congestion_map.png
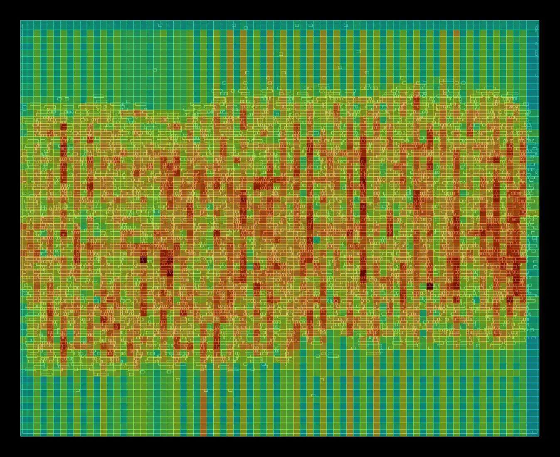
ff_map.png
Scale: 1 px per micron. Other sequential cells in the stronger gray, the rest of the logic in the fainter gray.
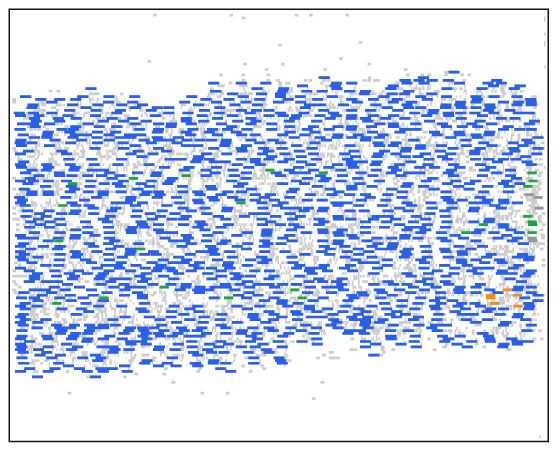
closeup.png
Window x 256 to 281, y 203 to 228 microns. Cells in gray, sequential cells in the stronger gray; small squares are vias.
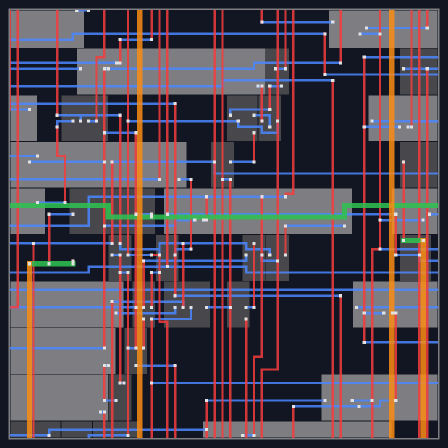
m2.png
Scale: 1 px per micron.
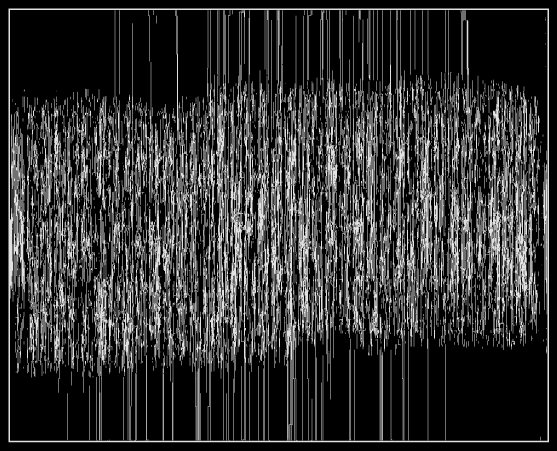
[src/rtl/block_8x8_serializer.sv]
`default_nettype none
// ============================================================================
// Module      : block_8x8_serializer
// Description : Stores an 8x8 block of pixels that arrives as eight parallel
//               row transfers, then re-emits it as a raster-order AXI4-Stream
//               master, one pixel per beat, with last on beat 63.
// Option      : SER_PINGPONG_EN - when defined, two storage banks alternate so
//               the next block can be filled while the current one drains.
//               When undefined, a single bank is used: fill, then drain.
// Ports       : i_clk, i_rst (async, active-low)
//               input_data1..8 - row pixels, column 0..7
//               input_valid / input_ready - row handshake
//               m_axis_data / m_axis_valid / m_axis_ready / m_axis_last
//               o_intr - one-cycle pulse after the final beat of a block
// Revision    : 1.0 - initial release
// ============================================================================
module block_8x8_serializer #(
    parameter int PIX_W  = 24,
    parameter int AXIS_W = 32
) (
    input  logic              i_clk,
    input  logic              i_rst,
    input  logic [PIX_W-1:0]  input_data1,
    input  logic [PIX_W-1:0]  input_data2,
    input  logic [PIX_W-1:0]  input_data3,
    input  logic [PIX_W-1:0]  input_data4,
    input  logic [PIX_W-1:0]  input_data5,
    input  logic [PIX_W-1:0]  input_data6,
    input  logic [PIX_W-1:0]  input_data7,
    input  logic [PIX_W-1:0]  input_data8,
    input  logic              input_valid,
    output logic              input_ready,
    output logic [AXIS_W-1:0] m_axis_data,
    output logic              m_axis_valid,
    input  logic              m_axis_ready,
    output logic              m_axis_last,
    output logic              o_intr
);

`ifdef SER_PINGPONG_EN
    localparam int ADDR_W = 7;
`else
    localparam int ADDR_W = 6;
`endif
    localparam int DEPTH = 1 << ADDR_W;

    typedef enum logic [0:0] {
        ST_FILL  = 1'b0,
        ST_DRAIN = 1'b1
    } state_t;

    state_t            r_state;
    state_t            w_state_next;

    logic [PIX_W-1:0]  r_mem [DEPTH];
    logic [PIX_W-1:0]  w_row [8];
    logic [2:0]        r_row;
    logic [5:0]        r_beat;
    logic [PIX_W-1:0]  r_data;
    logic              r_intr;

    logic              w_accept;
    logic              w_row_last;
    logic              w_hs;
    logic              w_done;
    logic              w_start;
    logic              w_load;
    logic [ADDR_W-1:0] w_wr_base;
    logic [ADDR_W-1:0] w_rd_addr;

    assign w_row[0] = input_data1;
    assign w_row[1] = input_data2;
    assign w_row[2] = input_data3;
    assign w_row[3] = input_data4;
    assign w_row[4] = input_data5;
    assign w_row[5] = input_data6;
    assign w_row[6] = input_data7;
    assign w_row[7] = input_data8;

    assign w_accept     = input_valid && input_ready;
    assign w_row_last   = w_accept && (r_row == 3'd7);
    assign m_axis_valid = (r_state == ST_DRAIN);
    assign w_hs         = m_axis_valid && m_axis_ready;
    assign w_done       = w_hs && (r_beat == 6'd63);
    // Output register reloads when a drain begins or a non-final beat retires.
    assign w_load       = w_start || (w_hs && !w_done);

`ifdef SER_PINGPONG_EN
    logic       r_fill_bank;
    logic       r_drain_bank;
    logic [1:0] r_full;
    logic       w_cand;
    logic       w_can_start;
    logic       w_cand_ready;

    assign input_ready  = !r_full[r_fill_bank];
    // Banks drain in the order they filled; while draining, the next
    // candidate is the other bank.
    assign w_cand       = (r_state == ST_DRAIN) ? ~r_drain_bank : r_drain_bank;
    assign w_can_start  = (r_state == ST_FILL) || w_done;
    // A bank completing this very cycle counts as ready to drain.
    assign w_cand_ready = r_full[w_cand] || (w_row_last && (r_fill_bank == w_cand));
    assign w_start      = w_can_start && w_cand_ready;
    assign w_wr_base    = {r_fill_bank, r_row, 3'b000};
    assign w_rd_addr    = w_start ? {w_cand, 6'd0} : {r_drain_bank, r_beat + 6'd1};

    always_ff @(posedge i_clk or negedge i_rst) begin
        if (!i_rst) begin
            r_fill_bank  <= 1'b0;
            r_drain_bank <= 1'b0;
            r_full       <= 2'b00;
        end else begin
            if (w_row_last) begin
                r_full[r_fill_bank] <= 1'b1;
                r_fill_bank         <= ~r_fill_bank;
            end
            if (w_done) begin
                r_full[r_drain_bank] <= 1'b0;
                r_drain_bank         <= ~r_drain_bank;
            end
        end
    end
`else
    assign input_ready = (r_state == ST_FILL);
    // Row 7 can only be accepted in FILL, so it alone starts the drain.
    assign w_start     = w_row_last;
    assign w_wr_base   = {r_row, 3'b000};
    assign w_rd_addr   = w_start ? 6'd0 : (r_beat + 6'd1);
`endif

    always_comb begin
        w_state_next = r_state;
        case (r_state)
            ST_FILL:  if (w_start) w_state_next = ST_DRAIN;
            ST_DRAIN: if (w_done && !w_start) w_state_next = ST_FILL;
            default:  w_state_next = ST_FILL;
        endcase
    end

    always_ff @(posedge i_clk or negedge i_rst) begin
        if (!i_rst) begin
            r_state <= ST_FILL;
            r_row   <= 3'd0;
            r_beat  <= 6'd0;
            r_data  <= '0;
            r_intr  <= 1'b0;
        end else begin
            r_state <= w_state_next;
            r_intr  <= w_done;
            if (w_accept) r_row <= r_row + 3'd1;
            if (w_hs)     r_beat <= r_beat + 6'd1;
            if (w_load)   r_data <= r_mem[w_rd_addr];
        end
    end

    // Storage is not reset; a discarded partial block is simply overwritten.
    always_ff @(posedge i_clk) begin
        if (w_accept) begin
            for (int c = 0; c < 8; c++) begin
                r_mem[w_wr_base + ADDR_W'(c)] <= w_row[c];
            end
        end
    end

    assign m_axis_data = AXIS_W'(r_data);
    assign m_axis_last = m_axis_valid && (r_beat == 6'd63);
    assign o_intr      = r_intr;

endmodule
`default_nettype wire

[config.mk]
export PLATFORM = sky130hd
export DESIGN_NAME = block_8x8_serializer
export DESIGN_NICKNAME = d
export VERILOG_FILES = /design/src/rtl/block_8x8_serializer.sv
export SDC_FILE = /design/constraint.sdc
export NUM_CORES = 2
export LEC_CHECK = 0
export ABC_AREA = 1
export CAP_MARGIN = 10
export CORE_ASPECT_RATIO = 0.8
export CORE_MARGIN = 2
export CORE_UTILIZATION = 30
export CTS_BUF_LIST = sky130_fd_sc_hd__clkbuf_8
export DETAILED_ROUTE_END_ITERATION = 16
export PLACE_DENSITY = 0.51
export SETUP_SLACK_MARGIN = 0.02
export SYNTH_ARGS = -nofsm -noshare
export SYNTH_HDL_FRONTEND = slang
export SYNTH_SLANG_ARGS = --single-unit
[constraint.sdc]
create_clock -name i_clk -period 20.4 [get_ports i_clk]
set_input_delay 2.04 -clock i_clk [delete_from_list [all_inputs] [get_ports i_clk]]
set_output_delay 2.04 -clock i_clk [all_outputs]
set_load 0.05 [all_outputs]
==> impl_metrics.ini <==
; physical design summary
[timing]
setup_tns_ns = 0
hold_viol_final = 0
fin_crit_ns = 6.78

[layout]
stdcell_count = 9381
layout-drive-gt1-share_pct = 7.32
layout_top_cell = edfxtp_1
regArea_sq_um = 47000
fillers = 22500

[floorplanning]
core_sq_um = 226000
dieArea_sq_um = 232000
rows = 156

[clock_tree]
hold_buffers = 0
clk_pin_slew_ns = 0.07
cts-resized-gates = 0
cts_root_buf = clkbuf_8
cts_buffer_depth = 4
cts_sinks = 1571
clkLatencyLatePin_ns = 1.00

[yosys]
synthArstFlopShare_pct = 2.23
synth_area_leader_cell = edfxtp_1
syn_area_per_cell_sq_um = 11.3
synthCells = 6044
synth_cell_types = 29
ys.flops = 1571
edf_count = 1536
synth-area-yosys_sq_um = 68300

[detailed_routing]
vias = 45700
detail_route.wl_per_cell_microns = 23.1
drcViolationCount = 0
viasPerCell = 4.87
drtPass1Iterations = 6
wirelength_microns = 217000

[placed_design]
placed_cells = 8943
dp.final_hpwl_microns = 124000
gp_congestion = 0.793

[setup_path]
crit_chain = clkdlybuf4s50_1, nand3_4, buf_4, inv_2, nor2_4, buf_4, buf_4, buf_4, buf_4, nand3_1, nand3_1, nand3_1, nand3_1, nand3_1, nand2_1, nand2_1, nand2_1
arrival_ns = 7.69
critPathKind = input port to flop
cp_data_required_time_ns = 21.31
crit_fanout = 73

[run_status]
status = completed

[power]
finalPower_w = 0.0104
p_leak_nw = 29.0

[global_routing]
grt_pass1_wl_microns = 314000
antenna_found_initial = 47

[flow_run]
maxCapViolations = 0
-- congestion_map.png (at the start) --
GR Util met2: 32.3%
M3 GR Usage: 3.03%

-- ff_map.png (at the start) --
| color | name in the netlist | placed flops |
|---|---|---|
| blue | r_mem | 1536 |
| orange | r_beat | 6 |
| green | r_data | 24 |
not colored: 5

-- closeup.png (at the start) --
| color | layer |
|---|---|
| blue | M1 |
| red | M2 |
| orange | M4 |
| green | M3 |
most frequent: edfxtp_1 (8), nand2_1 (5), nor2_1 (4)
netlist names of flops here include: r_mem (8)
cells with their middle in the window: 25
sequential cells in the window: 8

-- m2.png (at the start) --
main direction: vertical
share of all routed wire: 51%
nets with wire on the layer: 4529

## final cells by class
type | count | area share [%]
multi-input cells | 3335 | 21.6
inverters | 735 | 3.58
diodes | 12 | 0.0388
clock inverters | 181 | 1.07
flip-flops and latches | 1571 | 60.7
clock buffers | 245 | 4.36
well taps | 3002 | 4.85
repair buffers | 300 | 3.77
## metrics by stage
| step | hold slack (ns) | area [sq um] | setup WS, ns | utilization, % |
|---|---|---|---|---|
| CTS | 0.489 | 77300 | 13.70 | 34.2 |
| global route | 0.500 | 77400 | 13.35 | 34.2 |
| detailed placement | 0.471 | 73200 | 12.65 | 32.3 |
| floorplan | 0.474 | 68300 | 9.20 | - |
| global placement | 0.467 | 73200 | 12.72 | 32.3 |
| finish | 0.485 | 77400 | 13.62 | 34.2 |
## kinds of logic (layout without fill, tap and decap cells)
group                      after synthesis  count (layout)  share of synthesized area [%]
and+or+nand+nor                       3261            3261                           23.7
DFF                                   1571            1571                           68.8
buffers and inverters                 1145            1461                           6.95
AOI/OAI and AO/OA                       61              61                          0.447
adders and majority gates                3               3                         0.0550
xor gates and xnor gates                 2               2                         0.0257
other                                    1              20                        0.00549
## sequential cells by signal, summed over array words and instances (netlist names)
register / flops
r_mem: 1536
r_row: 3
m_axis_valid: 1
r_beat: 6
o_intr: 1
r_data: 24
## Yosys cell counts, types with 31 or more instances
cell and count:
edfxtp_1 1536, nand3_1 1459, nand2_1 837, inv_1 728, nand3b_1 480, nor2_1 361
buf_2 186, clkbuf_1 144, or2_2 92, o21ai_0 56, buf_4 39, dfrtp_1 35
buf_1 31
## path summary, 6_finish.rpt
check | startpoint | end | slack (ns) | depth (start not counted)
setup / recovery | input_valid | r_data[9]$_DFFE_PN0P_ | 13.62 | 17
hold / removal | r_data[16]$_DFFE_PN0P_ | r_data[16]$_DFFE_PN0P_ | 0.49 | 2
setup reg to reg | r_row[0]$_DFFE_PN0P_ | r_data[9]$_DFFE_PN0P_ | 14.39 | 18
hold reg to reg | r_data[16]$_DFFE_PN0P_ | r_data[16]$_DFFE_PN0P_ | 0.49 | 2
max in group asynchronous | i_rst | r_data[1]$_DFFE_PN0P_ | 18.44 | 2
min in group asynchronous | i_rst | r_data[17]$_DFFE_PN0P_ | 1.28 | 2
## power by group
group / total (W) / switching [W] / leakage (nW) / internal, W
Sequential: 0.00361 / 0.0000391 / 14.2 / 0.00357
Clock: 0.00241 / 0.00126 / 2.48 / 0.00116
Combinational: 0.00436 / 0.00316 / 12.3 / 0.00120
## per-layer routing
metal	up-vias	share of wire [%]	GRT usage (%)
met5	-	0.037	0
met4	12	2.7	5.67
met1	22800	41	23.0
li1	21100	-	-
met2	1471	51	32.3
met3	372	5.5	3.03
## critical path, delay by kind of cell
kind / cells / cell delay (ns)
buffers and inverters: 7 / 4.16
AND/OR/NAND/NOR: 10 / 1.22
Power and IR drop assume default switching activity.
